I/O pins on the die edge:
Pins as bars across the die edge, other pins in grey.
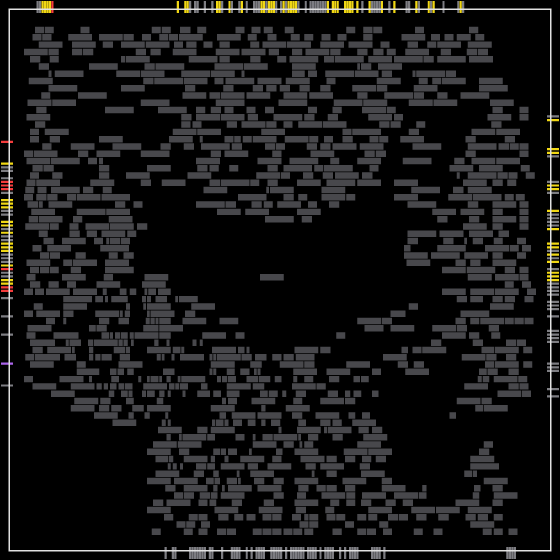
Logic cells by family:
The bar under the picture is 50 um long.
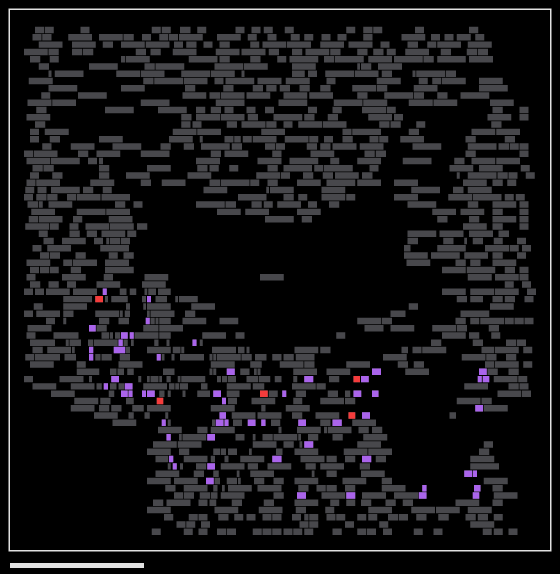
Register map, names as in the netlist:
The bar under the picture is 50 um long. Other sequential cells in the stronger grey, the rest of the logic in the fainter grey.
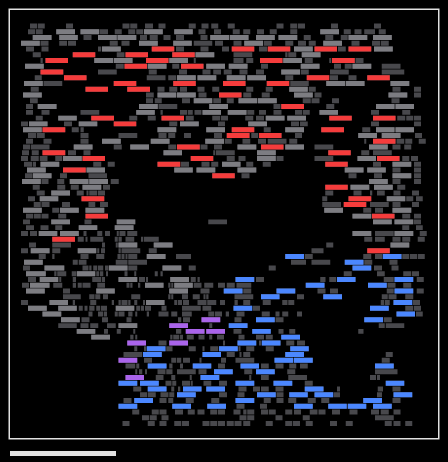
`src/rtl/spi_des_framer.sv`:
```
// Command framer between an SPI slave byte interface and a DES core.
// Decodes command bytes, assembles 64-bit payloads, launches DES operations and streams results back.
module spi_des_framer #(
    parameter int         SYNC_STAGES  = 2,
    parameter logic [7:0] CMD_ERR_BYTE = 8'hEE
) (
    input  logic        clk,
    input  logic        rst_n,
    input  logic        cs,
    input  logic [7:0]  recdata,
    input  logic        recflag,
    input  logic        senflag,
    output logic [7:0]  sendata,
    output logic        des_start,
    output logic        des_decrypt,
    output logic [63:0] des_key,
    output logic [63:0] des_din,
    input  logic [63:0] des_dout,
    input  logic        des_done,
    output logic        busy,
    output logic        err
);

    typedef enum logic [2:0] {
        IDLE,
        CMD,
        PAYLOAD,
        WAIT,
        READ,
        DISCARD
    } state_t;

    localparam logic [1:0] OP_DEC = 2'd2;
    localparam logic [1:0] OP_KEY = 2'd3;

    state_t state, state_next;

    logic [SYNC_STAGES-1:0] cs_sync, rec_sync, sen_sync;
    logic                   cs_prev, rec_prev, sen_prev;
    logic                   cs_s, rec_s, sen_s;
    logic                   cs_rise, cs_fall, byte_ev, send_ev;

    logic [2:0]  cnt;
    logic [3:0]  rd_cnt;
    logic [3:0]  ptr;
    logic [1:0]  op;
    logic        rd_ok;
    logic        result_valid;
    logic [63:0] result;
    logic [55:0] sh;
    logic [63:0] payload;
    logic [7:0]  res_byte;
    logic [7:0]  status;

    logic cmd_xfer, cmd_read, cmd_bad;
    logic payload_byte, payload_last, start_op;
    logic wait_byte, read_byte, read_last, read_send;

    // Synchronizers; a depth of at least 2 is assumed.
    always_ff @(posedge clk or negedge rst_n) begin
        if (!rst_n) begin
            cs_sync  <= '1;
            rec_sync <= '0;
            sen_sync <= '0;
            cs_prev  <= 1'b1;
            rec_prev <= 1'b0;
            sen_prev <= 1'b0;
        end else begin
            cs_sync  <= {cs_sync[SYNC_STAGES-2:0], cs};
            rec_sync <= {rec_sync[SYNC_STAGES-2:0], recflag};
            sen_sync <= {sen_sync[SYNC_STAGES-2:0], senflag};
            cs_prev  <= cs_s;
            rec_prev <= rec_s;
            sen_prev <= sen_s;
        end
    end

    assign cs_s    = cs_sync[SYNC_STAGES-1];
    assign rec_s   = rec_sync[SYNC_STAGES-1];
    assign sen_s   = sen_sync[SYNC_STAGES-1];
    assign cs_rise = cs_s & ~cs_prev;
    assign cs_fall = ~cs_s & cs_prev;
    assign byte_ev = rec_s & ~rec_prev;
    assign send_ev = sen_s & ~sen_prev;

    assign payload  = {sh, recdata};
    assign start_op = payload_last && (op != OP_KEY);
    assign status   = {busy, result_valid, err, 5'b0};

    always_comb begin
        res_byte = 8'h00;
        case (ptr[2:0])
            3'd0: res_byte = result[63:56];
            3'd1: res_byte = result[55:48];
            3'd2: res_byte = result[47:40];
            3'd3: res_byte = result[39:32];
            3'd4: res_byte = result[31:24];
            3'd5: res_byte = result[23:16];
            3'd6: res_byte = result[15:8];
            default: res_byte = result[7:0];
        endcase
    end

    always_ff @(posedge clk or negedge rst_n) begin
        if (!rst_n) begin
            state <= IDLE;
        end else begin
            state <= state_next;
        end
    end

    // Chip-select edges override whatever the current state would do.
    always_comb begin
        state_next   = state;
        cmd_xfer     = 1'b0;
        cmd_read     = 1'b0;
        cmd_bad      = 1'b0;
        payload_byte = 1'b0;
        payload_last = 1'b0;
        wait_byte    = 1'b0;
        read_byte    = 1'b0;
        read_last    = 1'b0;
        read_send    = 1'b0;
        if (cs_rise) begin
            state_next = IDLE;
        end else if (cs_fall) begin
            state_next = CMD;
        end else begin
            case (state)
                CMD: begin
                    if (byte_ev) begin
                        case (recdata)
                            8'h01, 8'h02, 8'h03: begin
                                cmd_xfer   = 1'b1;
                                state_next = PAYLOAD;
                            end
                            8'h04: begin
                                cmd_read   = 1'b1;
                                state_next = READ;
                            end
                            default: begin
                                cmd_bad    = 1'b1;
                                state_next = DISCARD;
                            end
                        endcase
                    end
                end
                PAYLOAD: begin
                    if (byte_ev) begin
                        payload_byte = 1'b1;
                        if (cnt == 3'd7) begin
                            payload_last = 1'b1;
                            state_next   = (op == OP_KEY) ? CMD : WAIT;
                        end
                    end
                end
                WAIT: begin
                    wait_byte = byte_ev;
                    if (des_done) begin
                        state_next = CMD;
                    end
                end
                READ: begin
                    read_send = send_ev;
                    if (byte_ev) begin
                        read_byte = 1'b1;
                        if (rd_cnt == 4'd8) begin
                            read_last  = 1'b1;
                            state_next = CMD;
                        end
                    end
                end
                default: ;
            endcase
        end
    end

    always_ff @(posedge clk or negedge rst_n) begin
        if (!rst_n) begin
            cnt          <= '0;
            rd_cnt       <= '0;
            ptr          <= '0;
            op           <= '0;
            rd_ok        <= 1'b0;
            err          <= 1'b0;
            busy         <= 1'b0;
            result_valid <= 1'b0;
            result       <= '0;
            des_start    <= 1'b0;
            des_decrypt  <= 1'b0;
            des_key      <= '0;
            des_din      <= '0;
            sendata      <= 8'h00;
        end else begin
            des_start <= start_op;

            if (cs_rise || cs_fall) begin
                cnt    <= '0;
                rd_cnt <= '0;
                ptr    <= '0;
            end else begin
                if (cmd_xfer) begin
                    cnt <= '0;
                end else if (payload_byte) begin
                    cnt <= cnt + 3'd1;
                end
                if (cmd_read) begin
                    rd_cnt <= '0;
                    ptr    <= '0;
                end else begin
                    if (read_byte) begin
                        rd_cnt <= rd_cnt + 4'd1;
                    end
                    if (read_send && !ptr[3]) begin
                        ptr <= ptr + 4'd1;
                    end
                end
            end

            if (cmd_xfer) begin
                op <= recdata[1:0];
            end
            if (cmd_read) begin
                rd_ok <= result_valid;
            end

            if (cmd_bad || wait_byte || (cmd_read && !result_valid)) begin
                err <= 1'b1;
            end else if (cmd_xfer || cmd_read) begin
                err <= 1'b0;
            end

            if (payload_last) begin
                if (op == OP_KEY) begin
                    des_key <= payload;
                end else begin
                    des_din     <= payload;
                    des_decrypt <= (op == OP_DEC);
                end
            end

            // A new launch takes precedence over a stray completion pulse.
            if (start_op) begin
                busy <= 1'b1;
            end else if (des_done) begin
                busy <= 1'b0;
            end

            if (des_done) begin
                result       <= des_dout;
                result_valid <= 1'b1;
            end else if (read_last) begin
                result_valid <= 1'b0;
            end

            if (state == READ) begin
                if (read_send) begin
                    sendata <= (ptr[3] || !rd_ok) ? 8'h00 : res_byte;
                end
            end else if (state == DISCARD) begin
                sendata <= CMD_ERR_BYTE;
            end else begin
                sendata <= status;
            end
        end
    end

    // Only the first seven payload bytes need storing; the eighth is taken straight from recdata.
    always_ff @(posedge clk) begin
        if (payload_byte) begin
            sh <= {sh[47:0], recdata};
        end
    end

endmodule

```
`config.mk`:
```
export PLATFORM = sky130hd
export DESIGN_NAME = spi_des_framer
export DESIGN_NICKNAME = d
export VERILOG_FILES = /design/src/rtl/spi_des_framer.sv
export SDC_FILE = /design/constraint.sdc
export NUM_CORES = 1
export LEC_CHECK = 0
export CAP_MARGIN = 10
export CORE_MARGIN = 5
export CORE_UTILIZATION = 30
export CTS_CLUSTER_DIAMETER = 150
export DETAILED_ROUTE_END_ITERATION = 16
export HOLD_SLACK_MARGIN = 0.02
export PLACE_DENSITY = 0.56
export SETUP_SLACK_MARGIN = 0.2
export SLEW_MARGIN = 15
export SYNTH_ARGS = -nofsm -noshare
export SYNTH_HDL_FRONTEND = slang
export SYNTH_SLANG_ARGS = --single-unit
```
`constraint.sdc`:
```
create_clock -name clk -period 3.8 [get_ports clk]
set_input_delay 0.76 -clock clk [delete_from_list [all_inputs] [get_ports clk]]
set_output_delay 0.76 -clock clk [all_outputs]
set_load 0.05 [all_outputs]
```
==> impl_metrics.toml <==
# physical design summary
[setup_path]
max_stage_delay_ns = 0.54
cpMaxStageDelayCell = "dfstp_2"
crit_chain = "inv_1 > ha_1 > nor4b_4 > buf_4 > and3_1 > nand2_4 > buf_4 > mux2_1"
required_ns = 4.19
cp.arrival_ns = 3.14
crit_type = "flip-flop to flip-flop"
cp-startpoint = "cs_sync[1]$_DFF_PN1_"
worstSetupEndpointType = "flip-flop"

[place]
dp_hpwl_um = 18530
gp_congestion = 0.7325

[floorplan]
initCoreUtil_pct = 30.28
die_y_um = 202.0
dieArea_um2 = 40800
pin_count = 218

[status]
status = "complete, no violations"

[global_route]
grt_pass1_wl_um = 42970
grt-ovfl-total = 0
grt_pass1_vias = 7096
grt_usage_pct = 13.31

[logic_synthesis]
synth_cells = 693
syn_area_um2 = 11060
synth-area-yosys_um2 = 11060
top_area_share_pct = 51.60
yosysTopAreaCell = "dfrtp_1"
topCellsByArea = "dfrtp_1 52%, mux2_2 20%, edfxtp_1 15%, ha_1 1.2%, mux2_1 0.92%"
yosys_warnings = 0
ys_sh_aoi_pct = 4.209
yosys_cells = 693

[finish]
fill_cells = 3391

[sta]
fin_crit_sh_pct = 72.41
worstMarginPinSlew_ns = 0.9827
finClkSkew_ns = 0.01812
whs_ns = 0.2308

[run]
tool_warnings = 31

[detailed_routing]
dr.pass1.iters = 4
detail-route-antenna-nets = 0
wire_per_inst_um = 19.27
wl_um = 27400

[clock_network]
cts_buffers = 34
postCtsHoldBufs = 0
clkSlewWorstSetupHoldPaths_ns = 0.06

[power_and_ir_drop]
peakVddDrop_mv = 0.2993
powerDensity_nw_per_um2 = 482.3

[hold_path]
min_path_type = "primary input to asynchronous set/reset pin"
## Picture notes: 'I/O pins on the die edge'
Key: senflag = purple [pins 1, direction input, edge west]; des_key = yellow [pins 64, direction output, edge 37 north, 14 east, 13 west]; recdata = red [pins 8, direction input, edge 7 west, 1 north]
All pins by edge: 78 north, 59 south, 42 east, 39 west.

## Picture notes: 'logic cells by family'
Key: AND-OR and OR-AND gates = red [cells 5, most used o21a_1]; inverting AOI/OAI gates = purple [cells 58, most used a21oi_1]
Top cell excl fill/tap: dfrtp_1
final std cells w/o fill: 1422
multi-input gate share of total cell area: 22.99%

## Picture notes: 'register map, names as in the netlist'
Key: sh = red [flops 56]; result = blue [flops 64]; sendata = purple [flops 8, where south]

-- where the power goes --
part	switching, mW	total [mW]	leakage, nW	internal (mW)
Clock	1.27	3.23	0.547	1.96
Sequential	0.0896	3.35	3.49	3.26
Combinational	0.364	0.644	2.33	0.280
-- metal layers --
metal	vias to the layer above	track usage, %	share of wire (%)
li1	3034	-	-
met1	3374	17.24	43
met2	155	21.68	48
met3	45	3.658	6.3
met4	2	4.419	2.6
met5	-	0	0.026
-- cells in the mapped netlist, types with 6 or more instances --
cell type  number
a21oi_1        17
a221oi_1        8
a222oi_1        8
buf_1           7
buf_2          14
clkbuf_1       10
dfrtp_1       228
edfxtp_1       56
ha_1           11
inv_1           9
mux2_1          9
mux2_2        195
nand2_1        20
nand3_1        11
nor2_1         16
o21ai_0         6
-- final timing paths --
check,end,slack (ns),cells past startpoint
worst max-delay path,des_din[63]$_DFFE_PN0P_,1.05,8
worst min-delay path,des_key[50]$_DFFE_PN0P_,0.23,1
worst max register to register,des_din[63]$_DFFE_PN0P_,1.05,8
worst min register to register,rec_sync[1]$_DFF_PN0_,0.35,0
max in group asynchronous,des_din[4]$_DFFE_PN0P_,2.72,2
min in group clk,rec_sync[1]$_DFF_PN0_,0.35,0
-- cell type report --
class | instances | area share, %
antenna | 1 | 0.01672
clock buffer | 52 | 6.681
clock inverter | 10 | 0.8278
inverter | 9 | 0.2258
multi-input combinational | 366 | 22.99
sequential | 287 | 49.90
tap | 468 | 3.913
timing repair buffer | 229 | 15.45
-- kinds of logic after synthesis --
| family | after synthesis |
|---|---|
| adder cells (fa/ha/maj) | 11 |
| XOR/XNOR | 5 |
| AND/OR/NAND/NOR | 82 |
| AND-OR/OR-AND | 63 |
| buffers and inverters | 40 |
| multiplexers | 205 |
| flip-flops | 287 |
-- cells in the final DEF, fill, tap and decap left out, types with 5 or more instances in the layout --
master / instances
dfrtp_1: 228
clkdlybuf4s50_1: 215
mux2_2: 195
edfxtp_1: 56
clkbuf_16: 35
nand2_1: 19
a21oi_1: 17
nor2_1: 16
nand3_1: 11
ha_1: 11
clkbuf_1: 11
mux2_1: 9
inv_1: 8
a222oi_1: 8
a221oi_1: 8
buf_4: 8
o21ai_0: 6
clkbuf_8: 6
nand3b_1: 5
o221ai_1: 5
-- sequential cells by signal, summed over array words and instances (netlist names), 2 cells and up --
| name | cells |
|---|---|
| des_din | 64 |
| des_key | 64 |
| result | 64 |
| sh | 56 |
| sendata | 8 |
| ptr | 4 |
| rd_cnt | 4 |
| cnt | 3 |
| state | 3 |
| cs_sync | 2 |
| op | 2 |
| rec_sync | 2 |
| sen_sync | 2 |
-- critical path, delay by kind of cell (launching register included) --
| kind | cells | cell delay (ns) |
|---|---|---|
| adders and majority gates | 1 | 0.25 |
| buffers and inverters | 3 | 0.59 |
| DFF | 1 | 0.54 |
| muxes | 1 | 0.46 |
| and+or+nand+nor | 3 | 0.66 |
-- per-stage QoR --
step / power [mW] / worst slack (ns)
final: 7.217 / 1.048
after global routing: 7.534 / 0.8958
after CTS: 7.353 / 1.064
after detailed placement: 4.058 / 0.7560
after global placement: 4.052 / 0.7941
after floorplan: 3.736 / 0.8226
No activity file was given, so power comes from the tool's default toggle rates.
